Run 1, track usage over the die:
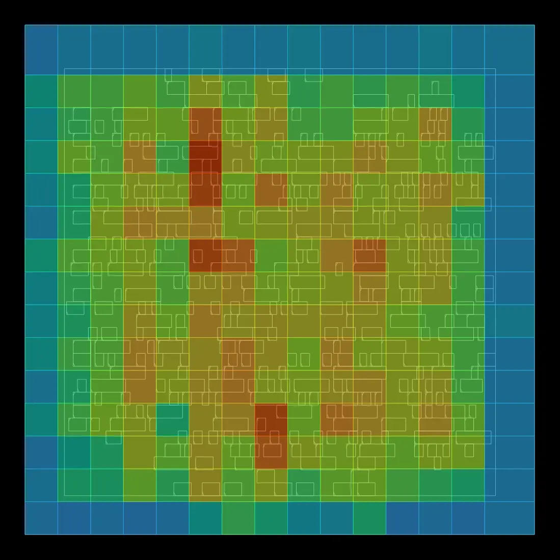
Run 1, PDN straps and rails:
Bar = 20 µm. Pins as bars on the die edge.
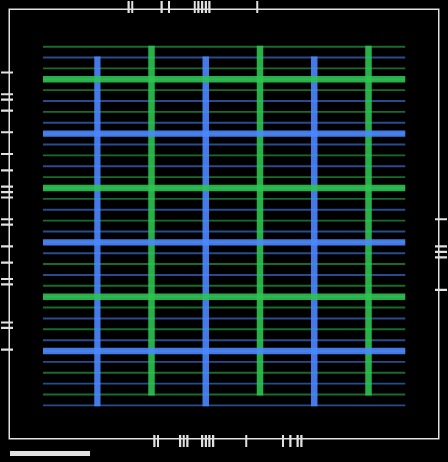
Run 1, cells coloured by class:
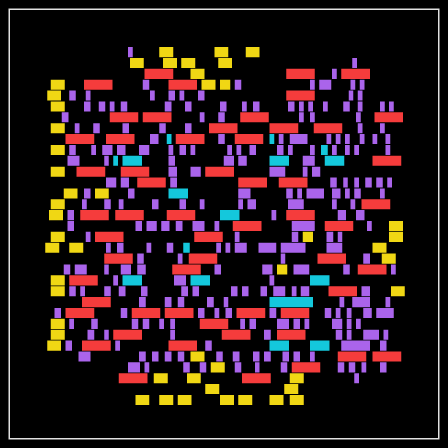
===== src/rtl/img_pkg.sv =====
// Shared types and defaults for the image line feeder.
package img_pkg;

   localparam int unsigned LINE_W_DEF     = 512;
   localparam int unsigned NUM_LB_DEF     = 4;
   localparam int unsigned IMG_H_DEF      = 512;
   localparam int unsigned PIX_W          = 8;
   localparam int unsigned WORD_W         = 32;
   localparam int unsigned BYTES_PER_WORD = WORD_W / PIX_W;

   typedef enum logic {
      FILL = 1'b0,
      SEND = 1'b1
   } feed_state_e;

   typedef logic [PIX_W-1:0] pixel_t;

   // Counter width for a 0..n-1 range, never narrower than one bit.
   function automatic int unsigned cnt_w(input int unsigned n);
      return (n > 1) ? $clog2(n) : 1;
   endfunction

endpackage


===== src/rtl/img_credit_ctr.sv =====
// Downstream line-buffer credit counter with a sticky overflow flag.
module img_credit_ctr
   import img_pkg::*;
#(
   parameter int unsigned NUM_LB = NUM_LB_DEF
) (
   input  logic i_clk,
   input  logic i_rst,
   input  logic take,
   input  logic give,
   output logic avail,
   output logic err
);

   localparam int unsigned CW = $clog2(NUM_LB + 1);

   logic [CW-1:0] credit_q, credit_d;
   logic          err_q, err_d;

   // A take and a give in the same cycle cancel out.
   always_comb begin
      credit_d = credit_q;
      err_d    = err_q;
      if (take && !give) begin
         credit_d = credit_q - CW'(1);
      end else if (give && !take) begin
         if (credit_q == CW'(NUM_LB)) begin
            err_d = 1'b1;
         end else begin
            credit_d = credit_q + CW'(1);
         end
      end
   end

   always_ff @(posedge i_clk) begin
      if (i_rst) begin
         credit_q <= CW'(NUM_LB);
         err_q    <= 1'b0;
      end else begin
         credit_q <= credit_d;
         err_q    <= err_d;
      end
   end

   assign avail = (credit_q != '0);
   assign err   = err_q;

endmodule


===== src/rtl/img_line_feeder.sv =====
// Unpacks 32-bit pixel words into one pixel per clock, throttled by line credits.
// Optional IMG_FEEDER_FRAME_EN adds a line counter and an end-of-frame pulse.
module img_line_feeder
   import img_pkg::*;
#(
   parameter int unsigned LINE_W = LINE_W_DEF,
   parameter int unsigned NUM_LB = NUM_LB_DEF,
   parameter int unsigned IMG_H  = IMG_H_DEF
) (
   input  logic              i_clk,
   input  logic              i_rst,
   input  logic [WORD_W-1:0] i_s_data,
   input  logic              i_s_valid,
   output logic              o_s_ready,
   output logic [PIX_W-1:0]  o_pixel_data,
   output logic              o_pixel_data_valid,
   input  logic              i_line_done,
   output logic              o_credit_err,
   output logic              o_frame_done
);

   localparam int unsigned PC_W = cnt_w(LINE_W);

   if (((LINE_W % BYTES_PER_WORD) != 0) || (IMG_H == 0)) begin : g_param_chk
      $error("img_line_feeder: LINE_W must be a multiple of 4 and IMG_H nonzero");
   end

   feed_state_e       state_q, state_d;
   logic [WORD_W-1:0] hold_q, hold_d;
   logic [1:0]        idx_q, idx_d;
   logic [PC_W-1:0]   pcnt_q, pcnt_d;
   pixel_t            pix_q, pix_d;
   logic              pix_vld_q, pix_vld_d;

   logic avail, emit_c, last_byte_c, line_end_c, ready_c, accept_c;

   // SEND means the hold register is full.
   assign emit_c      = (state_q == SEND) && avail;
   assign last_byte_c = emit_c && (idx_q == 2'(BYTES_PER_WORD - 1));
   assign line_end_c  = emit_c && (pcnt_q == PC_W'(LINE_W - 1));
   assign ready_c     = !i_rst && ((state_q == FILL) || last_byte_c);
   assign accept_c    = i_s_valid && ready_c;

   img_credit_ctr #(.NUM_LB(NUM_LB)) u_credit (
      .i_clk (i_clk),
      .i_rst (i_rst),
      .take  (line_end_c),
      .give  (i_line_done),
      .avail (avail),
      .err   (o_credit_err)
   );

   // An accept overrides the emit bookkeeping so a new word follows byte 3 with no bubble.
   always_comb begin
      state_d   = state_q;
      hold_d    = hold_q;
      idx_d     = idx_q;
      pcnt_d    = pcnt_q;
      pix_d     = pix_q;
      pix_vld_d = 1'b0;
      if (emit_c) begin
         pix_d     = hold_q[{idx_q, 3'b000} +: PIX_W];
         pix_vld_d = 1'b1;
         idx_d     = idx_q + 2'd1;
         pcnt_d    = line_end_c ? '0 : pcnt_q + PC_W'(1);
         if (last_byte_c) begin
            state_d = FILL;
         end
      end
      if (accept_c) begin
         hold_d  = i_s_data;
         idx_d   = '0;
         state_d = SEND;
      end
   end

   always_ff @(posedge i_clk) begin
      if (i_rst) begin
         state_q   <= FILL;
         hold_q    <= '0;
         idx_q     <= '0;
         pcnt_q    <= '0;
         pix_q     <= '0;
         pix_vld_q <= 1'b0;
      end else begin
         state_q   <= state_d;
         hold_q    <= hold_d;
         idx_q     <= idx_d;
         pcnt_q    <= pcnt_d;
         pix_q     <= pix_d;
         pix_vld_q <= pix_vld_d;
      end
   end

   assign o_s_ready          = ready_c;
   assign o_pixel_data       = pix_q;
   assign o_pixel_data_valid = pix_vld_q;

`ifdef IMG_FEEDER_FRAME_EN
   localparam int unsigned LC_W = cnt_w(IMG_H);

   logic [LC_W-1:0] lcnt_q, lcnt_d;
   logic            fdone_q, fdone_d;

   // Frame pulse lands together with the last pixel's strobe.
   always_comb begin
      lcnt_d  = lcnt_q;
      fdone_d = 1'b0;
      if (line_end_c) begin
         if (lcnt_q == LC_W'(IMG_H - 1)) begin
            lcnt_d  = '0;
            fdone_d = 1'b1;
         end else begin
            lcnt_d = lcnt_q + LC_W'(1);
         end
      end
   end

   always_ff @(posedge i_clk) begin
      if (i_rst) begin
         lcnt_q  <= '0;
         fdone_q <= 1'b0;
      end else begin
         lcnt_q  <= lcnt_d;
         fdone_q <= fdone_d;
      end
   end

   assign o_frame_done = fdone_q;
`else
   assign o_frame_done = 1'b0;
`endif

endmodule


===== config.mk =====
export PLATFORM = sky130hd
export DESIGN_NAME = img_line_feeder
export DESIGN_NICKNAME = d
export VERILOG_FILES = /design/src/rtl/img_pkg.sv /design/src/rtl/img_credit_ctr.sv /design/src/rtl/img_line_feeder.sv
export SDC_FILE = /design/constraint.sdc
export NUM_CORES = 1
export LEC_CHECK = 0
export ABC_AREA = 1
export CELL_PAD_IN_SITES_DETAIL_PLACEMENT = 1
export CELL_PAD_IN_SITES_GLOBAL_PLACEMENT = 1
export CORE_MARGIN = 8
export CORE_UTILIZATION = 31
export CTS_CLUSTER_DIAMETER = 200
export DETAILED_ROUTE_END_ITERATION = 7
export PLACE_DENSITY_LB_ADDON = 0.1
export SETUP_SLACK_MARGIN = 0.3
export SYNTH_ARGS = -nofsm -noshare
export SYNTH_HDL_FRONTEND = slang
export SYNTH_SLANG_ARGS = --single-unit

===== constraint.sdc =====
create_clock -name i_clk -period 7.3 [get_ports i_clk]
set_clock_uncertainty 0.15 [all_clocks]
set_input_delay 1.46 -clock i_clk [delete_from_list [all_inputs] [get_ports i_clk]]
set_output_delay 1.46 -clock i_clk [all_outputs]
set_load 0.01 [all_outputs]

==> results_dict.tcl, run 1 <==
# metrics dict for downstream scripts
set metrics [dict create \
    h-tree-depth 3 \
    vias 2260 \
    hold_start "u_credit.err$_SDFFE_PP0P_" \
    topCombFamilyByArea "simple AND/OR/NAND/NOR gates" \
    grt_use_met2_pct 23.2 \
    wirelength_mm 6.87 \
    synthSimpleGateAreaFrac_pct 24.6 \
    cp-endpoint "o_s_ready" \
    core_area_um2 8130 \
    power_leader "sequential cells" \
    regToRegEndpoint "u_credit.credit_q[2]$_SDFFE_PP1P_" \
    std_cell_rows 33 \
    die-width_um 107 \
    area_leaders "dfxtp_1 44%, nand3_1 9.9%, nand2_1 6.9%" \
    routed.top_layer "met4" \
    common_cells "57 x dfxtp_1, 51 x nand3_1, 47 x nand2_1, 32 x inv_1, 24 x o21ai_0" \
    ys_sh_xor_pct 0.340 \
    max_cap_viol_count 0 \
    cts.sinks 57 \
    power_uw 734 \
    n_all_buffers 49 \
    drive_gt1_share_pct 10.9 \
    r2r_start "u_credit.credit_q[0]$_SDFFE_PP0P_" \
    clkTransAtPathRegs_ns 0.06 \
    met1_length_mm 3.01 \
    dr_wl_met3_um 287 \
    synth_top_cell_by_area "dfxtp_1" \
    worstHoldPathType "reg -> reg" \
    antenna_found_initial 0 \
    die_h_um 107 \
    buf_share_pct 14.9 \
    p_int_uw 546 \
    comb_power_share_pct 13.5 \
    dpl.hpwl_mm 4.80 \
    warnings 27 \
    pwr-share-seq_pct 47.5 \
    seq_cell_count 57 \
    clock_path_buffers 2 \
    netlist_instances 324 \
    grt_pass1_wl_mm 11.9 \
    required_ns 5.69 \
    final-clk-cell-share_pct 5.83 \
    crit_family "buffers and inverters" \
    worst_setup_path_start_kind "input port" \
    switching_share_pct 25.6 \
    synth_cell_type_count 30 \
    ant_nets 0 \
    setup_viol 0 \
    mi_logic_area_um2 1170 \
    pwr_density_cell_nw_per_um2 227 \
    fin_setup_tns_ns 0 \
    finalHoldViolations 0 \
    fin_crit_ns 4.75 \
    design_area_um2 3240 \
    worst_slack_ns 2.55 \
    critPathArrivalTime_ns 3.14 \
    port_buffers 46 \
    yosysChipArea_um2 2570 \
    status "complete, no violations" \
    grt_max_degree 36 \
    floorplan.nets 366 \
    regMostFlops "hold_q" \
    gr-max-usage-layer "met2" \
    diodes 0 \
    ys_sh_aoi_pct 17.2 \
    slew_headroom_pct 28.2 \
    final_cell_mix "57 x dfxtp_1, 51 x nand3_1, 47 x nand2_1" \
    ys_cells 324 \
    drv_slew 0 \
    fillers 997 \
    overflow 0 \
    whs_endpoint "u_credit.err$_SDFFE_PP0P_" \
    cp_slowest_cell "clkdlybuf4s50_1" \
    worstSetupPathType "in -> out" \
    ys.flops 57 \
    use_met3_pct 4.74 \
    yosysWarnings 0 \
    hold_depth 2 \
    pwr.group.clock_uw 286 \
    seqAreaFraction_pct 35.2 \
    layout_top_cell "dfxtp_1" \
    nNonClkInverters 34 \
    synth_area_um2 2570 \
    place_area_um2 3050 \
    most_common_cell "dfxtp_1" \
    fmaxAchievable_ghz 0.210 \
    firstDrtPassIters 4 \
    power.leakage_uw 0.00127 \
    drtIter0Drc 50 \
    powerComb_uw 99.3 \
    max_stage_delay_ns 0.61 \
    peakVddDrop_v 0.0000863 \
    crit_buf_inv 3 \
    rr_worst_depth 13 \
    largest_cell_class "logic gates" \
    nNetsFinal 404 \
    cts_resized 0 \
    clockPowerShare_pct 39.0 \
    cts_tree "built" \
    preCtsSetupSlack_ns 2.56 \
    async_flop_share_pct 0 \
    dieArea_um2 11500 \
    holdWs_ns 0.304 \
    p_sw_uw 188 \
    dr_wl_met2_mm 3.51 \
    fp_util_pct 31.6 \
    worst-path-stages 4 \
    cts-root-buf "clkbuf_8" \
    grt_use_met1_pct 14.2 \
    yosys.area.top_type_share_pct 44.4 \
    worstSkewPairLatency_ns 0.33 \
    clock_buffers 13 \
    drc_errors 0 \
    synth_seq_share_pct 44.4 \
    crit_top_cell "clkdlybuf4s50_1" \
    pg_seq_uw 348 \
    cts_setup_buffers 0 \
    place.gp.congestion 0.719 \
    postCtsHoldBufs 0 \
    synthFlopType "dfxtp_1" \
    area_growth_pct 26.0 \
    largest_register_ffs 32 \
    avgSynthCellArea_um2 7.94 \
    taps 105 \
    mux_share_pct 0 \
    crit_chain "clkdlybuf4s50_1 -> a21oi_4 -> buf_4 -> clkdlybuf4s50_1" \
    end_kind "output pin" \
    flop_area_um2 1140 \
    comb_cells 211 \
    worstMarginPinSlew_ns 1.08 \
    edf_count 0 \
    fin_crit_sh_pct 65.1 \
    cp_max_fo 33 \
    ys_sh_adder_pct 3.21 \
    comb-cell-share_pct 36.1 \
    avgRoutedWirePerCell_um 14.6 \
    stdcell_count 472 \
    first_global_vias 2515 \
    crit_start "i_rst" \
]
-- 'track usage over the die' (at the start) --
total global-route track usage: 13.0%
Final Core Density: 39.8%

-- 'PDN straps and rails' (at the start) --
colour	net
blue	VSS
green	VDD
met4 straps	6
met1 rails	34
signal pins	48
rows	33

-- 'cells coloured by class' (at the start) --
colour	class	cells	share of their area
cyan	clock drivers and dummy loads	16	6.1%
yellow	other buffers and delay cells	49	16%
purple	all other logic	245	42%
red	flops	57	37%

==> run 2: changes to the inputs <==
==> constraint.sdc (replaced) <==
create_clock -name i_clk -period 4 [get_ports i_clk]
set_clock_uncertainty 0.15 [all_clocks]
set_input_delay 0.8 -clock i_clk [delete_from_list [all_inputs] [get_ports i_clk]]
set_output_delay 0.8 -clock i_clk [all_outputs]
set_load 0.01 [all_outputs]
Run 2, cells coloured by class:
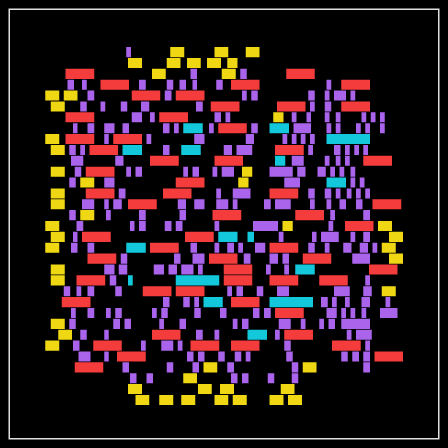
colour	class	cells	share of their area
yellow	other buffers and delay cells	51	16%
cyan	clock drivers and dummy loads	16	7.7%
red	flops	57	36%
purple	all other logic	245	41%

==> results_dict.tcl, run 2 <==
# metrics dict for downstream scripts
set metrics [dict create \
    cp_slowest_cell "clkdlybuf4s50_1" \
    seq_cell_count 57 \
    drc_errors 0 \
    first_global_vias 2395 \
    nNetsFinal 406 \
    grt_use_met2_pct 21.5 \
    dr_wl_met3_um 297 \
    n_all_buffers 51 \
    power.leakage_uw 0.00130 \
    fp_util_pct 31.6 \
    comb-cell-share_pct 35.3 \
    cp-endpoint "o_s_ready" \
    powerComb_uw 188 \
    clock_buffers 11 \
    worstSkewPairLatency_ns 0.34 \
    cts_resized 0 \
    cts_setup_buffers 0 \
    use_met3_pct 4.62 \
    diodes 0 \
    fmaxAchievable_ghz 0.323 \
    postCtsHoldBufs 0 \
    fillers 984 \
    critPathArrivalTime_ns 2.15 \
    final-clk-cell-share_pct 7.37 \
    synthSimpleGateAreaFrac_pct 24.6 \
    pg_seq_uw 629 \
    dpl.hpwl_mm 4.80 \
    fin_crit_ns 3.10 \
    routed.top_layer "met4" \
    crit_top_cell "clkdlybuf4s50_1" \
    crit_chain "clkdlybuf4s50_1 -> a21oi_4 -> clkdlybuf4s50_1" \
    setup_viol 0 \
    met1_length_mm 3.09 \
    whs_endpoint "hold_q[4]$_SDFFE_PP0P_" \
    dieArea_um2 11500 \
    buf_share_pct 15.0 \
    final_cell_mix "57 x dfxtp_1, 51 x nand3_1, 47 x nand2_1" \
    ant_nets 0 \
    ys.flops 57 \
    nNonClkInverters 34 \
    grt_use_met1_pct 14.5 \
    layout_top_cell "dfxtp_1" \
    cts_tree "built" \
    max_stage_delay_ns 0.57 \
    synthFlopType "dfxtp_1" \
    core_area_um2 8130 \
    vias 2302 \
    preCtsSetupSlack_ns 0.887 \
    drive_gt1_share_pct 11.9 \
    largest_register_ffs 32 \
    async_flop_share_pct 0 \
    crit_start "i_rst" \
    drv_slew 0 \
    fin_setup_tns_ns 0 \
    std_cell_rows 33 \
    warnings 27 \
    required_ns 3.05 \
    status "complete, no violations" \
    drtIter0Drc 81 \
    fin_crit_sh_pct 77.4 \
    taps 105 \
    ys_sh_xor_pct 0.340 \
    gr-max-usage-layer "met2" \
    worst_slack_ns 0.903 \
    netlist_instances 324 \
    synth_seq_share_pct 44.4 \
    wirelength_mm 6.88 \
    max_cap_viol_count 0 \
]
No activity file was given, so power comes from the tool's default toggle rates.
